**src/rtl/sha256_pkg.sv**
```systemverilog
// sha256_pkg: shared state encoding, round/block constants and block-count helper for the SHA-256 controller
package sha256_pkg;
  typedef enum logic [2:0] {IDLE, INIT, LOAD, ROUND, ACCUM, DONE} sha256_state_t;
  localparam int SHA256_ROUNDS = 64;
  localparam int SHA256_BLOCK_BITS = 512;
  function automatic int num_blocks(input int padded_size);
    return (padded_size / SHA256_BLOCK_BITS < 1) ? 1 : padded_size / SHA256_BLOCK_BITS;
  endfunction
endpackage

```
**src/rtl/sha256_rnd_cnt.sv**
```systemverilog
// sha256_rnd_cnt: 6-bit compression round counter that saturates at the last round
module sha256_rnd_cnt
  import sha256_pkg::*;
(
  input  logic       clk,
  input  logic       reset,
  input  logic       clr,
  input  logic       en,
  output logic [5:0] round,
  output logic       last
);
  assign last = round == 6'(SHA256_ROUNDS - 1);
  always_ff @(posedge clk) begin
    if (!reset) round <= '0;
    else if (clr) round <= '0;
    else if (en && !last) round <= round + 6'd1;
  end
endmodule

```
**src/rtl/sha256_ctrl.sv**
```systemverilog
// sha256_ctrl: SHA-256 block/round sequencer with start re-arm; optional abort port via SHA256_CTRL_ABORT_EN
module sha256_ctrl
  import sha256_pkg::*;
#(
  parameter  int MSG_SIZE    = 120,
  parameter  int PADDED_SIZE = 512,
  localparam int NUM_BLOCKS  = num_blocks(PADDED_SIZE),
  localparam int BW          = NUM_BLOCKS > 1 ? $clog2(NUM_BLOCKS) : 1
) (
  input  logic          clk,
  input  logic          reset,
  input  logic          start,
`ifdef SHA256_CTRL_ABORT_EN
  input  logic          abort,
`endif
  output logic          busy,
  output logic          done,
  output logic          hash_valid,
  output logic          init_hash,
  output logic          load_block,
  output logic [BW-1:0] blk_idx,
  output logic          round_en,
  output logic [5:0]    round,
  output logic          accum_en
);
  if (MSG_SIZE + 65 > PADDED_SIZE || PADDED_SIZE % SHA256_BLOCK_BITS != 0) begin : g_bad_size
    $error("sha256_ctrl: PADDED_SIZE does not fit MSG_SIZE or is not a multiple of 512");
  end
  sha256_state_t state, nxt;
  logic armed, accept, last, blk_last, kill;
`ifdef SHA256_CTRL_ABORT_EN
  assign kill = abort && state != IDLE;
`else
  assign kill = 1'b0;
`endif
  assign accept   = state == IDLE && start && armed;
  assign blk_last = blk_idx == BW'(NUM_BLOCKS - 1);
  sha256_rnd_cnt u_rnd (
    .clk   (clk),
    .reset (reset),
    .clr   (load_block),
    .en    (round_en),
    .round (round),
    .last  (last)
  );
  always_comb begin
    nxt = state;
    case (state)
      IDLE:    nxt = accept ? INIT : IDLE;
      INIT:    nxt = LOAD;
      LOAD:    nxt = ROUND;
      ROUND:   nxt = last ? ACCUM : ROUND;
      ACCUM:   nxt = blk_last ? DONE : LOAD;
      DONE:    nxt = IDLE;
      default: nxt = IDLE;
    endcase
    if (kill) nxt = IDLE;
    busy       = state != IDLE;
    init_hash  = state == INIT;
    load_block = state == LOAD;
    round_en   = state == ROUND;
    accum_en   = state == ACCUM;
    done       = state == DONE;
  end
  always_ff @(posedge clk) begin
    if (!reset) begin
      state      <= IDLE;
      armed      <= 1'b1;
      hash_valid <= 1'b0;
      blk_idx    <= '0;
    end else begin
      state      <= nxt;
      armed      <= accept ? 1'b0 : (!start || armed);
      hash_valid <= nxt == DONE || (hash_valid && nxt != INIT && !kill);
      blk_idx    <= init_hash ? '0 : (accum_en && nxt == LOAD) ? blk_idx + 1'b1 : blk_idx;
    end
  end
endmodule

```
**config.mk**
```make
export PLATFORM = sky130hd
export DESIGN_NAME = sha256_ctrl
export DESIGN_NICKNAME = d
export VERILOG_FILES = /design/src/rtl/sha256_pkg.sv /design/src/rtl/sha256_rnd_cnt.sv /design/src/rtl/sha256_ctrl.sv
export SDC_FILE = /design/constraint.sdc
export NUM_CORES = 1
export LEC_CHECK = 0
export ABC_CLOCK_PERIOD_IN_PS = 2400
export CAP_MARGIN = 40
export CORE_MARGIN = 1.5
export CORE_UTILIZATION = 49
export CTS_CLUSTER_DIAMETER = 30
export CTS_CLUSTER_SIZE = 40
export DETAILED_ROUTE_END_ITERATION = 7
export GPL_TIMING_DRIVEN = 0
export PLACE_DENSITY_LB_ADDON = 0.05
export SYNTH_ARGS = -nofsm -noshare
export SYNTH_HDL_FRONTEND = slang
export SYNTH_SLANG_ARGS = --single-unit
```
**constraint.sdc**
```tcl
create_clock -name clk -period 2.4 [get_ports clk]
set_input_delay 0.24 -clock clk [delete_from_list [all_inputs] [get_ports clk]]
set_output_delay 0.24 -clock clk [all_outputs]
set_load 0.03 [all_outputs]
```
Fig. 1: run 1, supply network
Drawn at 10 px/µm. Pins as bars on the die edge.
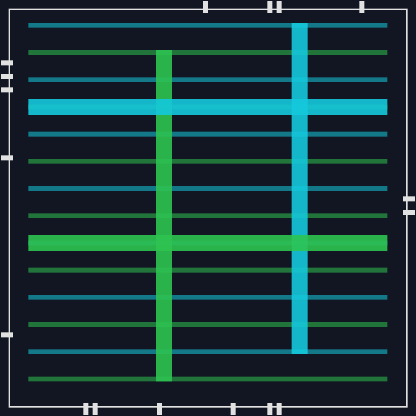
- VSS: green
- VDD: cyan
- met5 straps: 2
- met1 rails: 14
- rows: 13
- met4 straps: 2
die height: 39.6 µm
Core Area: 1270 µm²
Die Width: 39.6 µm

Fig. 2: run 1, cell classes on the final placement
Drawn at 6 px/µm. Fill, decap, tap and diode cells in gray.
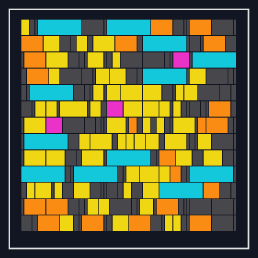
- other buffers and delay cells: orange (cells 21; share of their area 22%)
- all other logic: yellow (cells 59; share of their area 46%)
- cells driving clock nets: magenta (cells 3; share of their area 2.7%)
- flip-flops: cyan (cells 12; share of their area 29%)
Finished Cell Area: 858 µm²
Seq/total area: 0.280
final core occ: 0.677

Fig. 3: run 1, routed clock nets over the placement
Drawn at 12 px/µm.
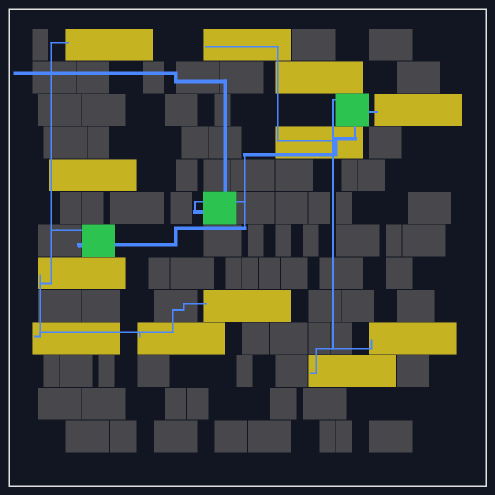
- cells driving clock nets: green (count 3)
- clock wires: blue (length 169 µm)
- flip-flops: yellow (count 12)
- flops lie: widely spread
Clock power frac: 0.279
Layout Skew: 0.00166 ns
clock latency on the worst-skew pair: 0.27 ns
clock-net power: 0.122 mW

Fig. 4: run 1, routed metal, one color a layer
Drawn at 10 px/µm. Two of the layers only.
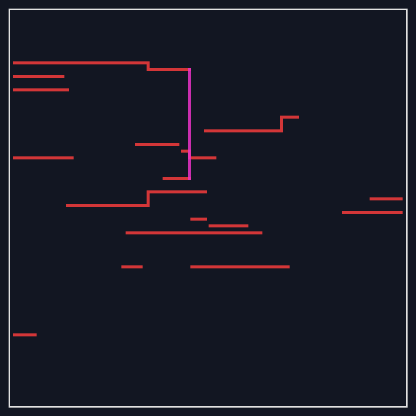
- met4: magenta (wire length 10.9 µm)
- met3: red (wire length 111 µm)
Global Route Usage Sum: 0.238
WL/cell: 13.8 µm
WL final: 1510 µm

==> reports/metrics.csv, run 1 <==
stage,metric,value,unit
yosys,YS chip area,657,µm²
min_path,Worst Hold Class,flop to flop,
setup_path,FF-to-FF path depth,4,
floorplanning,row cnt,13,
pwr,Peak VDD IR,307,µV
detailed_routing,DR vias,636,
yosys,Ys Warns,0,
finish,fillcell total,122,
timing,Worst-Margin Slew,0.412,ns
global_routing,initial antenna violation count,0,
placement,Port Buf Inserts,16,
min_path,Hold Startpoint,armed,
yosys,Yosys cell types,33,
pwr,total power,0.435,mW
pwr,Leak Pwr,0.322,nW
yosys,number of synthesized register bits,12,
clock_network,Clock Pin Slew Worst Setup and Hold Paths,0.07,ns
min_path,worst hold path depth,1,
timing,Final period util,0.904,
flow_run,Tool Warnings,26,
setup_path,crit path kind,flop to output pin,
setup_path,Worst Path Max Fanout,8,
pwr,pwr dens,507,nW/µm²
setup_path,R2R setup slack,1.02,ns
setup_path,crit path cell chain,or3b_1 > clkbuf_1 > inv_1 > clkdlybuf4s50_1,
floorplanning,Initial Utilization,0.518,
status,status,finished clean,
clock_network,Clock Path Buffers,2,
placement,HPWL Detailed,1040,µm
clock_network,clock sink count,12,
detailed_routing,first drt pass iteration count,4,
finish,register area,240,µm²
clock_network,H-tree depth,1,
setup_path,worst reg2reg startpoint,u_rnd.round[0],
finish,Comb area,378,µm²
timing,"Slew Viols, Final",0,
clock_network,total CTS buffers,3,
yosys,Nets at Floorplan,80,
setup_path,crit end category,output pin,
detailed_routing,Residual DRC,0,
global_routing,grt ovf,0,
yosys,"FFs w/ async S/R, synth",0,
yosys,cell accounting for the most synthesized area,dfxtp_1,
clock_network,count of hold-fix buffers inserted at cts,0,
detailed_routing,vias per cell,5.78,
yosys,"Seq/Total Area, Yosys",0.366,
clock_network,cts repair resizes,0,
timing,Setup-failing EPs final,0,
global_routing,vias in the first global route,564,
timing,relative slew slack,0.725,
timing,Total Neg Setup Slack,0,ns
clock_network,CTS tree,built,
placement,Placer Congestion,0.740,
flow_run,Max-cap violations,0,
timing,final worst path period need,2.17,ns
setup_path,Critical R2R Capture,u_rnd.round[4],
detailed_routing,drt initial violations,19,
yosys,biggest area cells,"dfxtp_1 37%, mux2i_1 6.1%, nand3_1 4.6%",
yosys,Syn Inst Count,76,
setup_path,Crit-path slowest cell,clkdlybuf4s50_1,
placement,Placed Instance Area,836,µm²
yosys,# Cells Yosys,76,
global_routing,first-pass GRT wire length,2430,µm
min_path,Hold EP,armed,
yosys,Post-synth EDFFs,0,
setup_path,Startpoint Class,flop,
finish,layout cell share with drive strength beyond 1,0.0842,
floorplanning,# IOs,17,
setup_path,max incr delay on CP,0.66,ns
clock_network,root buf cell,clkbuf_4,
floorplanning,Chip Area,1570,µm²
yosys,main flop type,dfxtp_1,
finish,most numerous logic cell after layout,clkdlybuf4s50_1,
global_routing,pin count of the biggest net entering global routing,11,
timing,Final Hold Fails,0,
timing,Max Fclk,461,MHz
clock_network,post-CTS setup buffers,0,
## run 1: where the power goes
part / internal (mW) / switching, mW
clock: 0.0581 / 0.0635
sequential: 0.206 / 0.00488
combinational: 0.0412 / 0.0616
## run 1: area by class of cell
class	instances	share of cell area
Multi-Input combinational cell	56	0.440
Sequential cell	12	0.280
Clock buffer	3	0.0262
Timing Repair Buffer	16	0.187
Inverter	3	0.0131
Buffer	5	0.0321
Tap cell	15	0.0219
## run 1: logic make-up after synthesis
family                     Yosys count  share of synthesized area
adders and majority gates            1                     0.0190
and+or+nand+nor                     35                      0.314
xor gates and xnor gates             1                     0.0133
muxes                                4                     0.0610
buffers and inverters                8                     0.0590
AOI/OAI and AO/OA                   15                      0.168
DFF                                 12                      0.366
## run 1: per-layer routing
layer,vias to the layer above,part of all wire,global-route usage
met1,282,0.49,0.321
met4,0,0.0066,0.0862
met5,-,0,0
li1,325,-,-
met2,27,0.43,0.328
met3,2,0.073,0.102
## run 1: worst max-delay path by stage
| stage | from | endpoint | slack (ns) | depth (start not counted) |
|---|---|---|---|---|
| final | state[2] | load_block | 0.23 | 4 |
| after global routing | state[2] | load_block | 0.13 | 4 |
| after CTS | state[2] | load_block | 0.21 | 4 |
| after detailed placement | state[2] | load_block | 0.52 | 4 |
| after global placement | state[2] | load_block | 0.53 | 4 |
| after floorplan | state[0] | init_hash | 0.92 | 2 |
## run 1: worst max-delay path, delay by kind of cell, from the launching register on
| family | cells | cell delay [ns] |
|---|---|---|
| and+or+nand+nor | 1 | 0.37 |
| DFF | 1 | 0.33 |
| buffers and inverters | 3 | 0.95 |
## run 1: sequential cells by signal (all words and copies together), names as in the netlist, named ones only
register and count:
armed 1, blk_idx 1, state 3, u_rnd.round 6
## run 1: metrics by stage
stage               cells  setup WS, ns  hold slack (ns)
finish                110         0.229            0.452
global placement      107         0.533            0.434
floorplan              76         0.925            0.373
global route          110         0.128            0.479
detailed placement    107         0.515            0.441
CTS                   110         0.213            0.457
## run 1: Yosys cell counts, types with 2 or more instances
cell      count
clkbuf_1      2
nor3_1        2
nand4_1       2
a311oi_1      2
and4b_1       2
mux2i_1       4
buf_4         2
inv_1         3
o41ai_1       2
nand3b_1      4
a21oi_1       3
dfxtp_1      12
nand3_1       6
a31oi_1       2
nor2_1        4
or3_1         2
nand2_1       6
==> run 2, diff against run 1 <==
Settings changed: GPL_ROUTABILITY_DRIVEN set to 0.
Fig. 5: run 2, routed clock nets over the placement
Drawn at 12 px/µm.
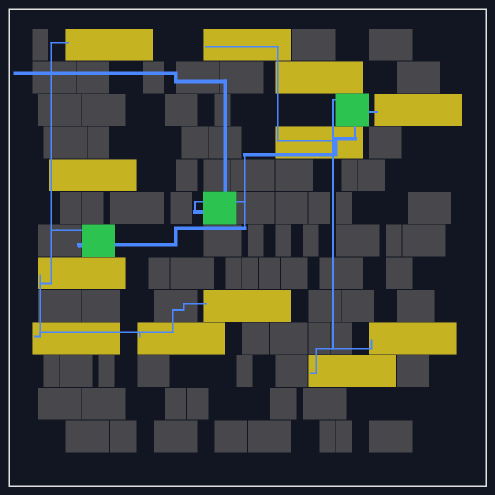
- clock wires: blue (length 169 µm)
- cells driving clock nets: green (count 3)
- flip-flops: yellow (count 12)
- routed clock nets: 4
- flops lie: widely spread

Fig. 6: run 2, supply network
Drawn at 10 px/µm. Pins as bars on the die edge.
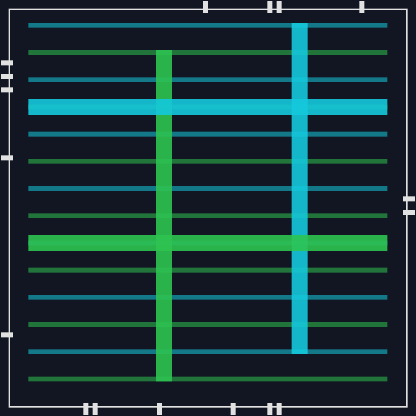
- VDD: cyan
- VSS: green
- rows: 13
- met1 rails: 14
- met5 straps: 2
- met4 straps: 2
Peak VDD IR: 307 µV

==> run 2 against run 1 <==
Core utilization unchanged. Flip-flop count unchanged. Largest cell class unchanged. First-iteration DRC count unchanged. Non-clock buffer count unchanged. Via count unchanged. Clock skew unchanged. Die size unchanged. Critical path type unchanged.
==> reports/metrics.csv, run 2 <==
stage,metric,value,unit,change
status,status,finished clean,,unchanged
clock_network,count of hold-fix buffers inserted at cts,0,,unchanged
yosys,Nets at Floorplan,80,,unchanged
global_routing,first-pass GRT wire length,2430,µm,unchanged
finish,layout cell share with drive strength beyond 1,0.0842,,unchanged
min_path,Hold EP,armed,,unchanged
yosys,biggest area cells,"dfxtp_1 37%, mux2i_1 6.1%, nand3_1 4.6%",,unchanged
clock_network,post-CTS setup buffers,0,,unchanged
flow_run,Max-cap violations,0,,unchanged
setup_path,Worst Path Max Fanout,8,,unchanged
finish,most numerous logic cell after layout,clkdlybuf4s50_1,,unchanged
pwr,Leak Pwr,0.322,nW,unchanged
placement,dpl ws,0.515,ns,unchanged
timing,Final period util,0.904,,unchanged
finish,Largest regs,"u_rnd.round x6, state x3",,unchanged
timing,Max Fclk,461,MHz,unchanged
setup_path,Crit-path slowest cell,clkdlybuf4s50_1,,unchanged
placement,Port Buf Inserts,16,,unchanged
clock_network,Clock Pin Slew Worst Setup and Hold Paths,0.07,ns,about the same
clock_network,total CTS buffers,3,,unchanged
detailed_routing,drt initial violations,19,,unchanged
clock_network,cts repair resizes,0,,unchanged
floorplanning,Chip Area,1570,µm²,unchanged
yosys,"top cells by count, synth","12 x dfxtp_1, 6 x nand2_1, 6 x nand3_1",,unchanged
timing,Setup-failing EPs final,0,,unchanged
yosys,adder share,0.0190,,unchanged
flow_run,Tool Warnings,26,,unchanged
yosys,# Cells Yosys,76,,unchanged
setup_path,FF-to-FF path depth,4,,unchanged
yosys,comb area leader,simple AND/OR/NAND/NOR gates,,unchanged
floorplanning,Die Width,39.6,µm,unchanged
global_routing,initial antenna violation count,0,,unchanged
global_routing,Global Route Usage Sum,0.238,,unchanged
setup_path,Critical R2R Capture,u_rnd.round[4],,unchanged
yosys,main flop type,dfxtp_1,,unchanged
yosys,Post-synth EDFFs,0,,unchanged
setup_path,crit path kind,flop to output pin,,unchanged
timing,final worst path period need,2.17,ns,unchanged
setup_path,crit path cell chain,or3b_1 > clkbuf_1 > inv_1 > clkdlybuf4s50_1,,unchanged
detailed_routing,WL/cell,13.8,µm,unchanged
yosys,"FFs w/ async S/R, synth",0,,unchanged
yosys,number of synthesized register bits,12,,unchanged
timing,relative slew slack,0.725,,unchanged
setup_path,crit end category,output pin,,unchanged
setup_path,Startpoint Class,flop,,unchanged
yosys,YS chip area,657,µm²,unchanged
setup_path,max incr delay on CP,0.66,ns,about the same
clock_network,root buf cell,clkbuf_4,,unchanged
setup_path,worst reg2reg startpoint,u_rnd.round[0],,unchanged
clock_network,Clock Path Buffers,2,,unchanged
setup_path,R2R setup slack,1.02,ns,about the same
placement,HPWL Detailed,1040,µm,unchanged
clock_network,clock sink count,12,,unchanged
floorplanning,Core Area,1270,µm²,unchanged
timing,Worst-Margin Slew,0.412,ns,unchanged
floorplanning,# IOs,17,,unchanged
detailed_routing,WL final,1510,µm,unchanged
clock_network,H-tree depth,1,,unchanged
clock_network,clock latency on the worst-skew pair,0.27,ns,about the same
pwr,pwr dens,507,nW/µm²,unchanged
pwr,sw frac,0.299,,unchanged
finish,final core occ,0.677,,unchanged
timing,Total Neg Setup Slack,0,ns,unchanged
min_path,Worst Hold Class,flop to flop,,unchanged
timing,Layout Skew,0.00166,ns,unchanged
yosys,"mux frac, synth",0.0610,,unchanged
detailed_routing,DR vias,636,,unchanged
yosys,most frequent cell after synthesis,dfxtp_1,,unchanged
pwr,P_sw,0.130,mW,unchanged
detailed_routing,Residual DRC,0,,unchanged
Fig. 7: run 2, placed standard cells
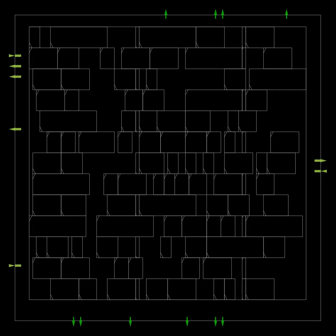
Post-Layout Cell Count: 110
# Taps: 15
row cnt: 13
fillcell total: 122

run 2: cell families after synthesis:
group                      Yosys count
and+or+nand+nor                     35
AOI/OAI and AO/OA                   15
DFF                                 12
buffers and inverters                8
muxes                                4
xor gates and xnor gates             1
adders and majority gates            1
run 2: worst max path at each step:
stage	startpoint	end	slack, ns	depth (start not counted)
after floorplan	state[0]	init_hash	0.92	2
after global placement	state[2]	load_block	0.53	4
after detailed placement	state[2]	load_block	0.52	4
after CTS	state[2]	load_block	0.21	4
after global routing	state[2]	load_block	0.13	4
final	state[2]	load_block	0.23	4
run 2: cell type report:
| type | instances | area (µm²) | area share |
|---|---|---|---|
| multi-input combinational | 56 | 378 | 0.440 |
| sequential | 12 | 240 | 0.280 |
| timing repair buffer | 16 | 160 | 0.187 |
| buffer | 5 | 27.5 | 0.0321 |
| clock buffer | 3 | 22.5 | 0.0262 |
| tap | 15 | 18.8 | 0.0219 |
| inverter | 3 | 11.3 | 0.0131 |
run 2: routing by layer:
metal  track usage  up-vias  share of wire
li1              -      325              -
met1         0.321      282           0.49
met2         0.328       27           0.43
met3         0.102        2          0.073
met4        0.0862        0         0.0066
met5             0        -              0
run 2: worst max-delay path: cells and delay by family (launching register included):
kind,cells,cell delay (ns)
buf+inv,3,0.95
simple gates,1,0.37
flops,1,0.33
run 2: metrics by stage:
step	power, mW	hold slack [ns]	std cells	area [µm²]
detailed placement	0.318	0.441	107	836
global route	0.459	0.479	110	858
global placement	0.317	0.434	107	836
floorplan	0.284	0.373	76	657
finish	0.435	0.452	110	858
CTS	0.441	0.457	110	858
run 2: power by group through the flow:
stage / Clock (mW) / Combinational [mW] / Sequential, mW
2_1_floorplan: 0 / 0.0683 / 0.216
3_3_place_gp: 0 / 0.101 / 0.216
4_1_cts: 0.127 / 0.103 / 0.211
6_report: 0.122 / 0.103 / 0.211
5_1_grt: 0.136 / 0.111 / 0.212
3_5_place_dp: 0 / 0.103 / 0.216
Power and IR drop assume default switching activity.
